### Placement by cell class

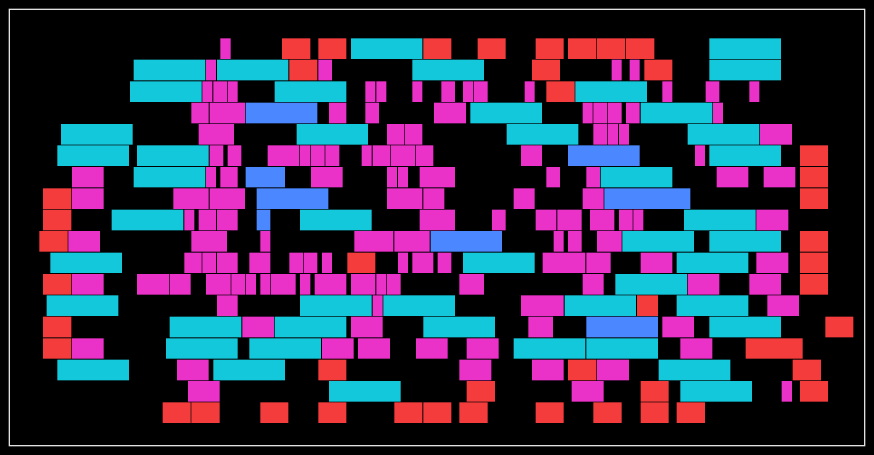
### Sequential cells colored by netlist name

Other sequential cells in the stronger gray, the rest of the logic in the fainter gray.
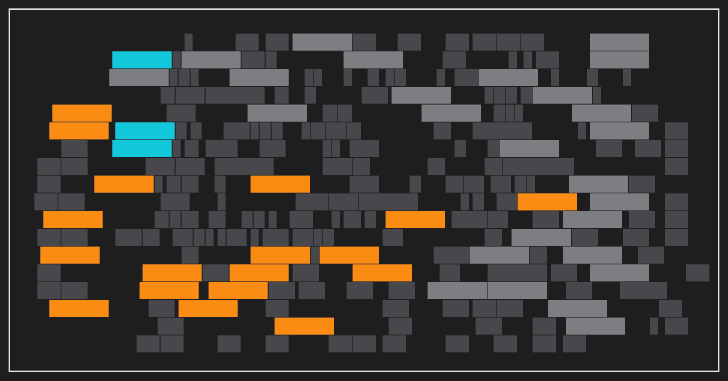
### Gate families picked out

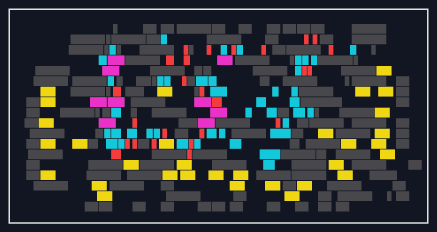
### Clock distribution

Scale bar: 20 µm.
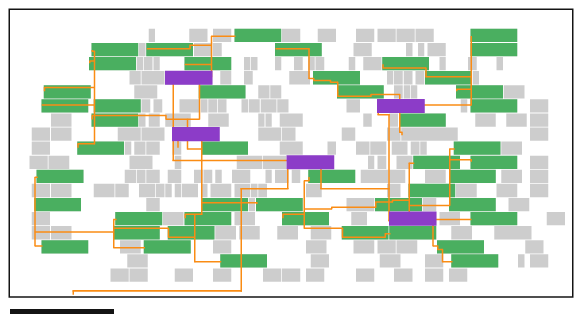
<file path="src/rtl/serial_flag_comparator.sv">
// serial_flag_comparator
// Multi-cycle magnitude compare of two WIDTH-bit operands, DIGIT bits per
// cycle, MSB digit first, under a start/busy/done handshake. The result is
// captured into held flags: ZF (A == B), CF (A < B unsigned) and LF
// (A < B signed, two's complement).
//
// Build option: define COMPARATOR_EARLY_EXIT_EN to finish the compare on the
// first differing digit. Without it, every compare takes WIDTH/DIGIT cycles.
// The flag values are the same in both builds.
//
// state  | meaning
// S_IDLE | waiting for CMPsignal; flags held
// S_RUN  | walking digits from index NDIG-1 down to 0

module serial_flag_comparator #(
    parameter int WIDTH = 18,
    parameter int DIGIT = 3
) (
    input  logic             clk,
    input  logic             clear,
    input  logic [WIDTH-1:0] CMP1,
    input  logic [WIDTH-1:0] CMP2,
    input  logic             CMPsignal,
    output logic             busy,
    output logic             done,
    output logic             ZF,
    output logic             CF,
    output logic             LF
);

    localparam int NDIG = WIDTH / DIGIT;
    localparam int IW   = (NDIG > 1) ? $clog2(NDIG) : 1;

    generate
        if (WIDTH < 2 || DIGIT < 1 || (WIDTH % DIGIT) != 0) begin : g_bad_cfg
            $error("serial_flag_comparator: WIDTH must be >= 2 and a multiple of DIGIT");
        end
    endgenerate

    typedef enum logic {
        S_IDLE = 1'b0,
        S_RUN  = 1'b1
    } state_t;

    state_t           r_state;
    logic [WIDTH-1:0] r_a;
    logic [WIDTH-1:0] r_b;
    logic [IW-1:0]    r_idx;
    logic             r_decided;
    logic             r_lt;

    logic [DIGIT-1:0] w_da;
    logic [DIGIT-1:0] w_db;
    logic             w_diff;
    logic             w_dec_nxt;
    logic             w_lt_nxt;
    logic             w_cf_nxt;
    logic             w_last;

    // Select the current digit of both latched operands.
    always_comb begin
        w_da = '0;
        w_db = '0;
        for (int d = 0; d < NDIG; d++) begin
            if (r_idx == IW'(d)) begin
                w_da = r_a[d*DIGIT +: DIGIT];
                w_db = r_b[d*DIGIT +: DIGIT];
            end
        end
    end

    // The first differing digit decides the ordering; later digits cannot override it.
    assign w_diff    = (w_da != w_db);
    assign w_dec_nxt = r_decided | w_diff;
    assign w_lt_nxt  = r_decided ? r_lt : (w_da < w_db);
    assign w_cf_nxt  = w_dec_nxt & w_lt_nxt;

`ifdef COMPARATOR_EARLY_EXIT_EN
    assign w_last = (r_idx == '0) || w_dec_nxt;
`else
    assign w_last = (r_idx == '0);
`endif

    // Handshake FSM, digit walk and flag update; flags move only at completion or clear.
    always_ff @(posedge clk or posedge clear) begin
        if (clear) begin
            r_state   <= S_IDLE;
            r_a       <= '0;
            r_b       <= '0;
            r_idx     <= '0;
            r_decided <= 1'b0;
            r_lt      <= 1'b0;
            busy      <= 1'b0;
            done      <= 1'b0;
            ZF        <= 1'b0;
            CF        <= 1'b0;
            LF        <= 1'b0;
        end else begin
            done <= 1'b0;
            case (r_state)
                S_IDLE: begin
                    if (CMPsignal) begin
                        r_a       <= CMP1;
                        r_b       <= CMP2;
                        r_idx     <= IW'(NDIG - 1);
                        r_decided <= 1'b0;
                        r_lt      <= 1'b0;
                        busy      <= 1'b1;
                        r_state   <= S_RUN;
                    end
                end
                S_RUN: begin
                    r_decided <= w_dec_nxt;
                    r_lt      <= w_lt_nxt;
                    r_idx     <= r_idx - IW'(1);
                    if (w_last) begin
                        r_state <= S_IDLE;
                        busy    <= 1'b0;
                        done    <= 1'b1;
                        ZF      <= ~w_dec_nxt;
                        CF      <= w_cf_nxt;
                        // Opposite signs: the negative operand is the smaller one.
                        LF      <= (r_a[WIDTH-1] != r_b[WIDTH-1]) ? r_a[WIDTH-1] : w_cf_nxt;
                    end
                end
                default: r_state <= S_IDLE;
            endcase
        end
    end

endmodule

</file>
<file path="config.mk">
export PLATFORM = sky130hd
export DESIGN_NAME = serial_flag_comparator
export DESIGN_NICKNAME = d
export VERILOG_FILES = /design/src/rtl/serial_flag_comparator.sv
export SDC_FILE = /design/constraint.sdc
export NUM_CORES = 1
export LEC_CHECK = 0
export CAP_MARGIN = 20
export CORE_ASPECT_RATIO = 0.5
export CORE_MARGIN = 1
export CORE_UTILIZATION = 40
export DETAILED_ROUTE_END_ITERATION = 7
export HOLD_SLACK_MARGIN = 0.06
export SYNTH_ARGS = -nofsm -noshare
export SYNTH_HDL_FRONTEND = slang
export SYNTH_SLANG_ARGS = --single-unit
</file>
<file path="constraint.sdc">
create_clock -name clk -period 4.55 [get_ports clk]
set_clock_uncertainty 0.1 [all_clocks]
set_input_delay 0.91 -clock clk [delete_from_list [all_inputs] [get_ports clk]]
set_output_delay 0.91 -clock clk [all_outputs]
set_load 0.005 [all_outputs]
</file>
==> impl_metrics.tcl <==
# collected from the flow reports
set metrics [dict create \
    critical_path_arrival_ns 3.30 \
    met2RoutedLength_um 1950 \
    synth-xor-area-share 0 \
    clock_pin_slew_on_the_worst_setup_and_hold_paths_ns 0.06 \
    grtUsageMet2 0.249 \
    grt_start_max_net_pins 48 \
    ffs_latches 47 \
    clock_buffer_and_inverter_area_fraction_after_layout 0.0597 \
    maxUsedRoutingLayer "met4" \
    path_delay_family "AND-OR/OR-AND gates" \
    setup.worst_path.start_class "flop" \
    layout.cells.largest_class "flip-flops and latches" \
    synth-main-ff-cell "dfrtp_1" \
    drt_wl_total_um 4650 \
    layout.filler_cells 436 \
    synth-compound-area-share 0.136 \
    port_buffers 43 \
    first_pass_grt_wire_length_um 7880 \
    synth.cellmix.simpleShare 0.0894 \
    post_synth_inst_count 195 \
    finalMaxSlewViolations 0 \
    synth.net_count 242 \
    inverters_excl_clock 11 \
    cp_max_fo 17 \
    power_per_cell_area_mw_per_mm2 697 \
    clock-root-buffer "clkbuf_16" \
    power_leakage_nw 1.22 \
    num-nets-final 282 \
    crit_type "reg2reg" \
    cts-htree-levels 2 \
    period_used_share 0.701 \
    worstMarginPinSlew_ns 0.710 \
    worst_ep_required_time_ns 4.66 \
    non_clock_buffer_count 45 \
    synth.top_cells.by_area "dfrtp_1 (52%), mux2_2 (14%), ha_1 (4.4%), nand2_1 (3.3%), a21oi_1 (2.9%)" \
    chipArea_mm2 0.00599 \
    drt-initial-drc-count 52 \
    irDropWorstVdd_mv 0.275 \
    layout_top_cells "dfrtp_1 (47), clkdlybuf4s50_1 (43), mux2_2 (29)" \
    late_pin_clk_latency_ns 0.29 \
    met3RoutedLength_um 168 \
    netlist-cell-type-count 41 \
    wl_met1_um 2490 \
    non_clock_buffer_area_fraction 0.157 \
    yosys_warning_count 0 \
    synth.most_common_cell "dfrtp_1" \
    logic_area_um2 977 \
    drc 0 \
    number_of_global_route_vias_before_repair 1566 \
    power_mw 2.03 \
    routed_via_density 5.14 \
    holdBufCountCts 0 \
    die_width_um 108 \
    taps 70 \
    post_synth_main_logic_family "multiplexers" \
    grt_util_met1 0.259 \
    ys_cells 195 \
    rsz_0062_raised_after_global_routing "no" \
    top_area_frac 0.519 \
    top_level_ports 44 \
    status "finished clean" \
    synth_chip_area_mm2 0.00227 \
    timing.critical_path.buf_inv 1 \
    nClkBuffers 6 \
    gp_routability_congestion 0.762 \
    cts_inserted_buffers 5 \
    grt_use_total 0.174 \
    antenna_violation_net_count_after_detailed_routing 0 \
    post_cts_resized 0 \
    cts_tree "yes" \
    synth.cellmix.adderShare 0.0491 \
    drtPass1Iterations 4 \
    cts.sink_count 47 \
    stage_log_warnings 30 \
    fp.dieH_um 55.2 \
    multiInputCombCellCount 125 \
    flow.area_growth_from_synthesis_pct 28.5 \
    worst_slew_margin_rel 0.525 \
    via_count 1573 \
    globalRouteMet3Util 0.0425 \
    edf_count 0 \
    antenna_found_initial 0 \
    post-cts-setup-buffer-count 0 \
    layout-drive-gt1-share 0.203 \
    synth-async-reset-ratio 1.00 \
    holdCritPathClass "reg2reg" \
    cpPeakStageDelay_ns 0.57 \
    maxCapViolCount 0 \
    final_hold_viol_count 0 \
    detailedPlacementHpwl_um 3390 \
    insertedDiodeCount 0 \
    yosys_register_bits 47 \
    setup-violations-final 0 \
    core_util_floorplan 0.438 \
    synth_seq_share 0.519 \
    endpoint_kind_of_the_worst_setup_timing_path "flop" \
    synth_area_mm2 0.00227 \
    yosys-mux-area-fraction 0.154 \
    clock_tree.buffer_depth 2 \
    overflow 0 \
    postSynthAreaPerCell_um2 11.6 \
    setup_total_negative_slack_ns 0 \
    cp_slowest_cell "ha_1" \
    grt_busiest_layer "met1" \
    max_freq_mhz 313 \
    layout_min_cycle_time_ns 3.19 \
    average_detailed_routed_wire_length_per_instance_um 15.2 \
    common_cells "dfrtp_1 (47), mux2_2 (29), nand2_1 (20), a21oi_1 (13), inv_1 (11)" \
    crit_path_cell_trace "inv_1, ha_1, a21oi_1, a2111oi_0, a21oi_1, ha_1, a211oi_2, o22ai_1, maj3_2, o21ai_1" \
    largest_area_contributor_in_the_netlist "dfrtp_1" \
]
## Picture notes: 'Placement by cell class'
[other buffers and delay cells] red | cells: 45 | share of their area: 16%
[flip-flops] cyan | cells: 47 | share of their area: 42%
[clock drivers and dummy loads] blue | cells: 8 | share of their area: 6.2%
[all other logic] magenta | cells: 136 | share of their area: 36%
sequential share of cell area: 0.404
Post-Route Utilization: 0.563
Floorplan Core Area: 0.00518 mm²
Cell Rows: 18
Design Area, Final: 0.00291 mm²

## Picture notes: 'Sequential cells colored by netlist name'
[r_idx] cyan | placed flops: 3
[r_b] orange | placed flops: 18
not colored: 26
Seq. pwr: 0.778 mW
FF/Latch Area: 0.00118 mm²

## Picture notes: 'Gate families picked out'
[adder and majority cells] magenta | cells: 9 | most used: ha_1 | where: west
[NAND gates] red | cells: 25 | most used: nand2_1
[multiplexers] yellow | cells: 31 | most used: mux2_2
[inverting AOI/OAI gates] cyan | cells: 41 | most used: a21oi_1
Comb area share: 0.335
post-route non-filler standard cell count: 306
most common logic cell in the routed design: dfrtp_1

## Picture notes: 'Clock distribution'
[clock wires] orange | length: 579 µm
[flip-flops] green | count: 47
[cells driving clock nets] purple | count: 5
flops lie: widely spread

==> state kept, by name (all words and copies together), names as in the netlist <==
register / cells
r_a: 18
r_b: 18
r_idx: 3
CF: 1
LF: 1
ZF: 1
busy: 1
done: 1
r_decided: 1
r_lt: 1
r_state: 1
==> tightest hold or removal path: stages (launching register included) <==
cell	delay, ns
dfrtp_1	0.34
nand2_1	0.05
nand2_1	0.06
==> power by group <==
| part | internal [mW] | total, mW | switching (mW) |
|---|---|---|---|
| clock | 0.273 | 0.426 | 0.153 |
| sequential | 0.624 | 0.778 | 0.154 |
| combinational | 0.434 | 0.827 | 0.393 |
==> path summary, 6_finish.rpt <==
check | slack [ns] | from | depth (start not counted) | end
setup reg to reg | 1.36 | r_idx[1]$_DFFE_PP0P_ | 10 | LF$_DFFE_PP0P_
hold reg to reg | 0.38 | ZF$_DFFE_PP0P_ | 2 | ZF$_DFFE_PP0P_
max in group asynchronous | 3.19 | clear | 3 | busy$_DFFE_PP0P_
hold / removal | 0.38 | ZF$_DFFE_PP0P_ | 2 | ZF$_DFFE_PP0P_
min in group asynchronous | 0.72 | clear | 2 | r_a[6]$_DFFE_PP0P_
setup / recovery | 1.36 | r_idx[1]$_DFFE_PP0P_ | 10 | LF$_DFFE_PP0P_
==> per-stage QoR <==
stage | setup WS (ns) | cells | area (µm²) | hold slack (ns) | utilization
after floorplan | 1.88 | 195 | 2270 | 0.358 | -
after global placement | 1.44 | 297 | 2720 | 0.359 | 0.525
after detailed placement | 1.39 | 297 | 2720 | 0.370 | 0.525
after CTS | 1.38 | 305 | 2890 | 0.385 | 0.559
after global routing | 1.02 | 306 | 2910 | 0.398 | 0.563
final | 1.36 | 306 | 2910 | 0.379 | 0.563
No activity file was given, so power comes from the tool's default toggle rates.
